Fig. 1: local utilization
The bar under the picture is 20 um long. The die is cut into 9 by 11 equal tiles; dark blue is low, red is high, 0 to 100% covered.
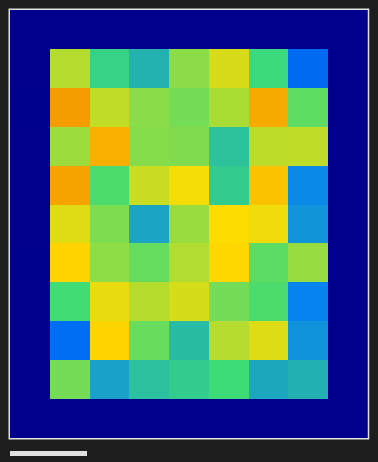
Fig. 2: cells coloured by class
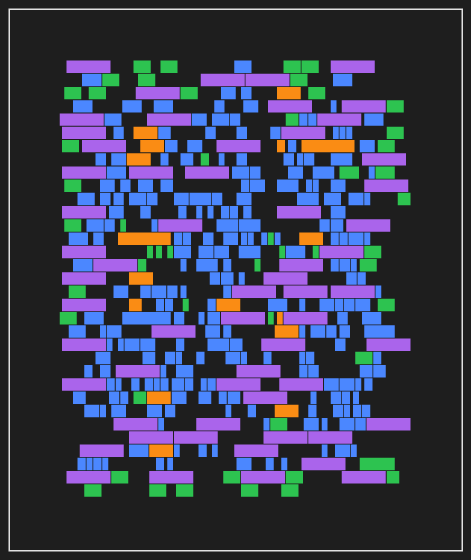
--- src/rtl/pantalla_pkg.sv ---
// Shared constants for the display frame path: loader FSM encodings and the
// default frame start marker.
package pantalla_pkg;

  localparam logic [1:0] ST_IDLE  = 2'd0;
  localparam logic [1:0] ST_LOAD  = 2'd1;
  localparam logic [1:0] ST_CHECK = 2'd2;

  localparam logic [7:0] SYNC_BYTE_DEFAULT = 8'hAA;

endpackage

--- src/rtl/byte_gap_timer.sv ---
// Counts idle clk cycles between received bytes. It flags the cycle whose
// increment would reach TIMEOUT, then saturates until cleared.
module byte_gap_timer #(
  parameter int TIMEOUT = 50000
) (
  input  logic clk,
  input  logic rst_n,
  input  logic clr,
  input  logic en,
  output logic expired
);

  localparam int CW = $clog2(TIMEOUT + 1);
  localparam logic [CW-1:0] MAX_CNT  = CW'(TIMEOUT);
  localparam logic [CW-1:0] LAST_CNT = CW'(TIMEOUT - 1);

  logic [CW-1:0] cnt;

  always_ff @(posedge clk or negedge rst_n) begin
    if (!rst_n) begin
      cnt <= '0;
    end else if (clr) begin
      cnt <= '0;
    end else if (en && (cnt != MAX_CNT)) begin
      cnt <= cnt + 1'b1;
    end
  end

  // A byte in the same cycle always beats the timeout.
  assign expired = en && !clr && (cnt == LAST_CNT);

endmodule

--- src/rtl/uart_frame_loader.sv ---
// Loads one sync-prefixed, XOR-checksummed frame of pixel bytes from a UART
// into the back bank of an external double-buffered frame store.
module uart_frame_loader
  import pantalla_pkg::*;
#(
  parameter int         NUM_PIXELS = 1024,
  parameter int         ADDR_W     = 10,
  parameter logic [7:0] SYNC_BYTE  = SYNC_BYTE_DEFAULT,
  parameter int         TIMEOUT    = 50000
) (
  input  logic              clk,
  input  logic              rst_n,
  input  logic              i_DV,
  input  logic [7:0]        pixel_in,
  output logic              wr_en,
  output logic [ADDR_W:0]   wr_addr,
  output logic [7:0]        wr_data,
  output logic              disp_bank,
  output logic              frame_done,
  output logic              frame_err
);

  localparam logic [ADDR_W-1:0] LAST_IDX = ADDR_W'(NUM_PIXELS - 1);

  logic [1:0]        state;
  logic [ADDR_W-1:0] idx;
  logic [7:0]        checksum;
  logic              gap_en;
  logic              gap_expired;

  assign gap_en = (state != ST_IDLE);

  byte_gap_timer #(
    .TIMEOUT (TIMEOUT)
  ) u_gap_timer (
    .clk     (clk),
    .rst_n   (rst_n),
    .clr     (i_DV),
    .en      (gap_en),
    .expired (gap_expired)
  );

  always_ff @(posedge clk or negedge rst_n) begin
    if (!rst_n) begin
      state      <= ST_IDLE;
      idx        <= '0;
      checksum   <= '0;
      wr_en      <= 1'b0;
      wr_addr    <= '0;
      wr_data    <= '0;
      disp_bank  <= 1'b0;
      frame_done <= 1'b0;
      frame_err  <= 1'b0;
    end else begin
      wr_en      <= 1'b0;
      frame_done <= 1'b0;
      frame_err  <= 1'b0;
      case (state)
        ST_IDLE: begin
          if (i_DV && (pixel_in == SYNC_BYTE)) begin
            idx      <= '0;
            checksum <= '0;
            state    <= ST_LOAD;
          end
        end
        ST_LOAD: begin
          // Every byte here is pixel data, including ones equal to SYNC_BYTE.
          if (i_DV) begin
            wr_en    <= 1'b1;
            wr_addr  <= {~disp_bank, idx};
            wr_data  <= pixel_in;
            checksum <= checksum ^ pixel_in;
            if (idx == LAST_IDX) begin
              state <= ST_CHECK;
            end else begin
              idx <= idx + 1'b1;
            end
          end else if (gap_expired) begin
            frame_err <= 1'b1;
            state     <= ST_IDLE;
          end
        end
        ST_CHECK: begin
          if (i_DV) begin
            if (pixel_in == checksum) begin
              disp_bank  <= ~disp_bank;
              frame_done <= 1'b1;
            end else begin
              frame_err <= 1'b1;
            end
            state <= ST_IDLE;
          end else if (gap_expired) begin
            frame_err <= 1'b1;
            state     <= ST_IDLE;
          end
        end
        default: state <= ST_IDLE;
      endcase
    end
  end

endmodule

--- config.mk ---
export PLATFORM = sky130hd
export DESIGN_NAME = uart_frame_loader
export DESIGN_NICKNAME = d
export VERILOG_FILES = /design/src/rtl/pantalla_pkg.sv /design/src/rtl/byte_gap_timer.sv /design/src/rtl/uart_frame_loader.sv
export SDC_FILE = /design/constraint.sdc
export NUM_CORES = 1
export LEC_CHECK = 0
export CAP_MARGIN = 10
export CELL_PAD_IN_SITES_DETAIL_PLACEMENT = 0
export CELL_PAD_IN_SITES_GLOBAL_PLACEMENT = 1
export CORE_ASPECT_RATIO = 1.25
export CORE_MARGIN = 10
export CORE_UTILIZATION = 48
export DETAILED_ROUTE_END_ITERATION = 7
export GPL_TIMING_DRIVEN = 0
export PLACE_DENSITY_LB_ADDON = 0.1
export SLEW_MARGIN = 20
export SYNTH_ARGS = -nofsm -noshare
export SYNTH_HDL_FRONTEND = slang
export SYNTH_HIERARCHICAL = 1
export SYNTH_SLANG_ARGS = --single-unit
--- constraint.sdc ---
create_clock -name clk -period 3.7 [get_ports clk]
set_clock_uncertainty 0.15 [all_clocks]
set_input_delay 1.11 -clock clk [delete_from_list [all_inputs] [get_ports clk]]
set_output_delay 1.11 -clock clk [all_outputs]
set_load 0.03 [all_outputs]
==> impl_metrics.toml <==
# synthesis and place-and-route metrics
[critical_path]
critPathMaxFanout = 10
crit_path_max_incr_delay_ns = 0.66
reg2reg_from = "state[0]"
slowest_stage = "clkdlybuf4s50_1"
crit_type = "in2reg"
path_cells = "clkdlybuf4s50_1 -> nand2_1 -> clkbuf_1 -> nor2_1 -> clkbuf_1 -> o22ai_1 -> a32o_1"
worstPathArrival_ns = 3.47
cp_common_cell = "clkbuf_1"
cp-end-kind = "flip-flop"
start_kind = "input port"

[timing]
finalCriticalPeriod_ns = 3.391
max_freq_mhz = 294.9
layout_setup_ws_ns = 0.3087
setup_violations = 0
drv_slew = 0
holdWs_ns = 0.3336
tightestPinTransition_ns = 0.6653
rsz0062_at_grt = "no"
fin_crit_sh_pct = 91.66
setup-tns-final_ns = 0
hold_violations = 0

[place]
pre_cts_ws_ns = -0.07169
gp_congestion = 0.8561
dp.cells = 432
detailed_place.area_um2 = 3631
portBuffers = 33
hpwl_mm = 5.749

[clock_network]
holdBufCountCts = 0
ctsRootBufferMaster = "clkbuf_8"
path_clk_slew_ns = 0.07
cts_tree = "yes"
cts_resized = 0
max-clock-path-buffers = 2
insertion_delay_ns = 0.34
post-cts-setup-buffers = 0
clock-sinks = 59
cts_buffers = 9

[global_route]
grt_max_degree = 38
antenna_found_initial = 0
overflow = 0
grt_pass1_vias = 2580
grt_util_all_layers_pct = 16.06
grt_pass1_wl_mm = 13.32

[synth]
yosysWarnings = 6
top_cells_by_count = "dfrtp_1 (59), nand2_1 (22), o21ai_0 (17)"
synth.most_common_cell = "dfrtp_1"
top_area_share_pct = 46.51
syn_area_um2 = 3174
floorplan.nets = 329
synth_seq_share_pct = 46.51
edf_count = 0
synth-main-ff-cell = "dfrtp_1"
avgSynthCellArea_um2 = 10.21
ys_seq_elements = 59
synthTopCellsByArea = "dfrtp_1 (47%), mux2_2 (4.3%), xnor2_1 (3.0%), ha_1 (2.8%), o21ai_0 (2.7%)"
ys_types = 56
yosys.area.top_type = "dfrtp_1"
ys_cells = 311
ys_area_um2 = 3174
async_flop_share_pct = 100.0

[routing]
antenna_left = 0
dr.first_iter.drc_count = 120
detail_route.wirelength_mm = 7.978
route.detailed.drc = 0
firstDrtPassIters = 4
wl_per_cell_um = 17.81

[final_layout]
fillers = 586
diodes = 0
layout-drive-gt1-share_pct = 12.19
syn2layout_area_growth_pct = 21.56
layout.nets = 374

[floorplan]
dieArea_um2 = 10290
initCoreUtil_pct = 48.97
io_pins = 34
die_y_um = 110.9
dieWidth_um = 92.74

[power_and_ir_drop]
p_leak_nw = 1.570
p_total_mw = 2.786
powerDensity_nw_per_um2 = 722.0
ir_worst_vdd_mv = 0.4387

[hold_path]
hold_class = "reg2reg"
hold_start = "wr_addr[7]"

[flow_run]
warning_count = 30
cap_viol_max_count = 0

[outcome]
outcome = "completed"
-- Fig. 1 (at the start) --
emptiest ninth of the die = lower right
fullest tile = 82%
densest ninth of the die = centre
mean over tiles = 37%
tiles over 75% full = 9.1%
nearly empty tiles = 36%

-- Fig. 2 (at the start) --
blue -> all other logic  # cells 235
orange -> clock drivers and dummy loads  # cells 16
purple -> flip-flops  # cells 59
green -> other buffers and delay cells  # cells 51
Core Util, Final: 59.53%
Core Footprint: 6482 um^2
flop share of the area: 38.26%
Final Cell Area: 3859 um^2
Core Rows: 33

critical path, delay by kind of cell:
kind            cells  cell delay, ns
simple gates        2            0.51
buf+inv             3            1.43
compound gates      2            0.41
cell type report:
cell class              count  area, um^2  area share (%)
multi-input cells         220        1549           40.14
inverters                  15       56.30           1.459
flip-flops and latches     59        1476           38.26
clock buffers              12       155.1           4.021
plain buffers              17       92.59           2.399
repair buffers             34       347.8           9.014
clock inverters             4       72.57           1.881
well taps                  87       108.9           2.821
flip-flops by register name, indices dropped and copies added, names as in the netlist:
name,cells
state,2
idx,10
frame_err,1
checksum,8
disp_bank,1
frame_done,1
wr_addr,11
wr_en,1
u_gap_timer/cnt,16
wr_data,8
kinds of logic (layout without fill, tap and decap cells):
| group | Yosys count | count (layout) | share of synthesized area (%) |
|---|---|---|---|
| xor+xnor | 18 | 18 | 4.966 |
| buf+inv | 32 | 82 | 4.690 |
| fa+ha+maj | 7 | 7 | 2.759 |
| flops | 59 | 59 | 46.51 |
| mux | 12 | 12 | 4.257 |
| compound gates | 68 | 68 | 15.81 |
| simple gates | 115 | 115 | 21.01 |
where the power goes:
part           leakage, nW  internal, mW  switching [mW]
Clock                0.113         0.415           0.263
Sequential           0.766         0.837           0.151
Combinational        0.691         0.466           0.653
worst paths after layout:
check / depth (start not counted) / slack [ns] / endpoint
hold reg to reg: 2 / 0.33 / wr_addr[7]
hold / removal: 2 / 0.33 / wr_addr[7]
setup reg to reg: 8 / 0.70 / state[0]
min in group asynchronous: 1 / 0.50 / u_gap_timer/cnt[14]
max in group asynchronous: 2 / 2.39 / checksum[0]
setup / recovery: 7 / 0.31 / checksum[4]
routing by layer:
layer  vias to the layer above  GRT usage [%]  wire length, um
met4                         0          8.454              164
met1                      1265          19.22             3408
met3                        12          3.320              353
li1                       1246              -                -
met5                         -              0                0
met2                        60          26.23             4051
layout by cell type (no fill, tap or decap), types with 3 or more instances in the layout:
cell type and count:
a21oi_1 8, a32o_1 7, and3_1 5, and4_1 4, buf_4 4, clkbuf_1 11
clkbuf_8 11, clkdlybuf4s50_1 32, dfrtp_1 59, ha_1 7, inv_1 15, mux2_2 12
nand2_1 22, nand2b_1 4, nand3_1 14, nand3b_1 3, nand4_1 9, nand4b_1 3
nor2_1 16, nor2b_1 7, nor3_1 9, o211ai_1 4, o21ai_0 17, o22ai_1 7
or3_1 4, or4_1 3, xnor2_1 11, xor2_1 7
No activity file was given, so power comes from the tool's default toggle rates.
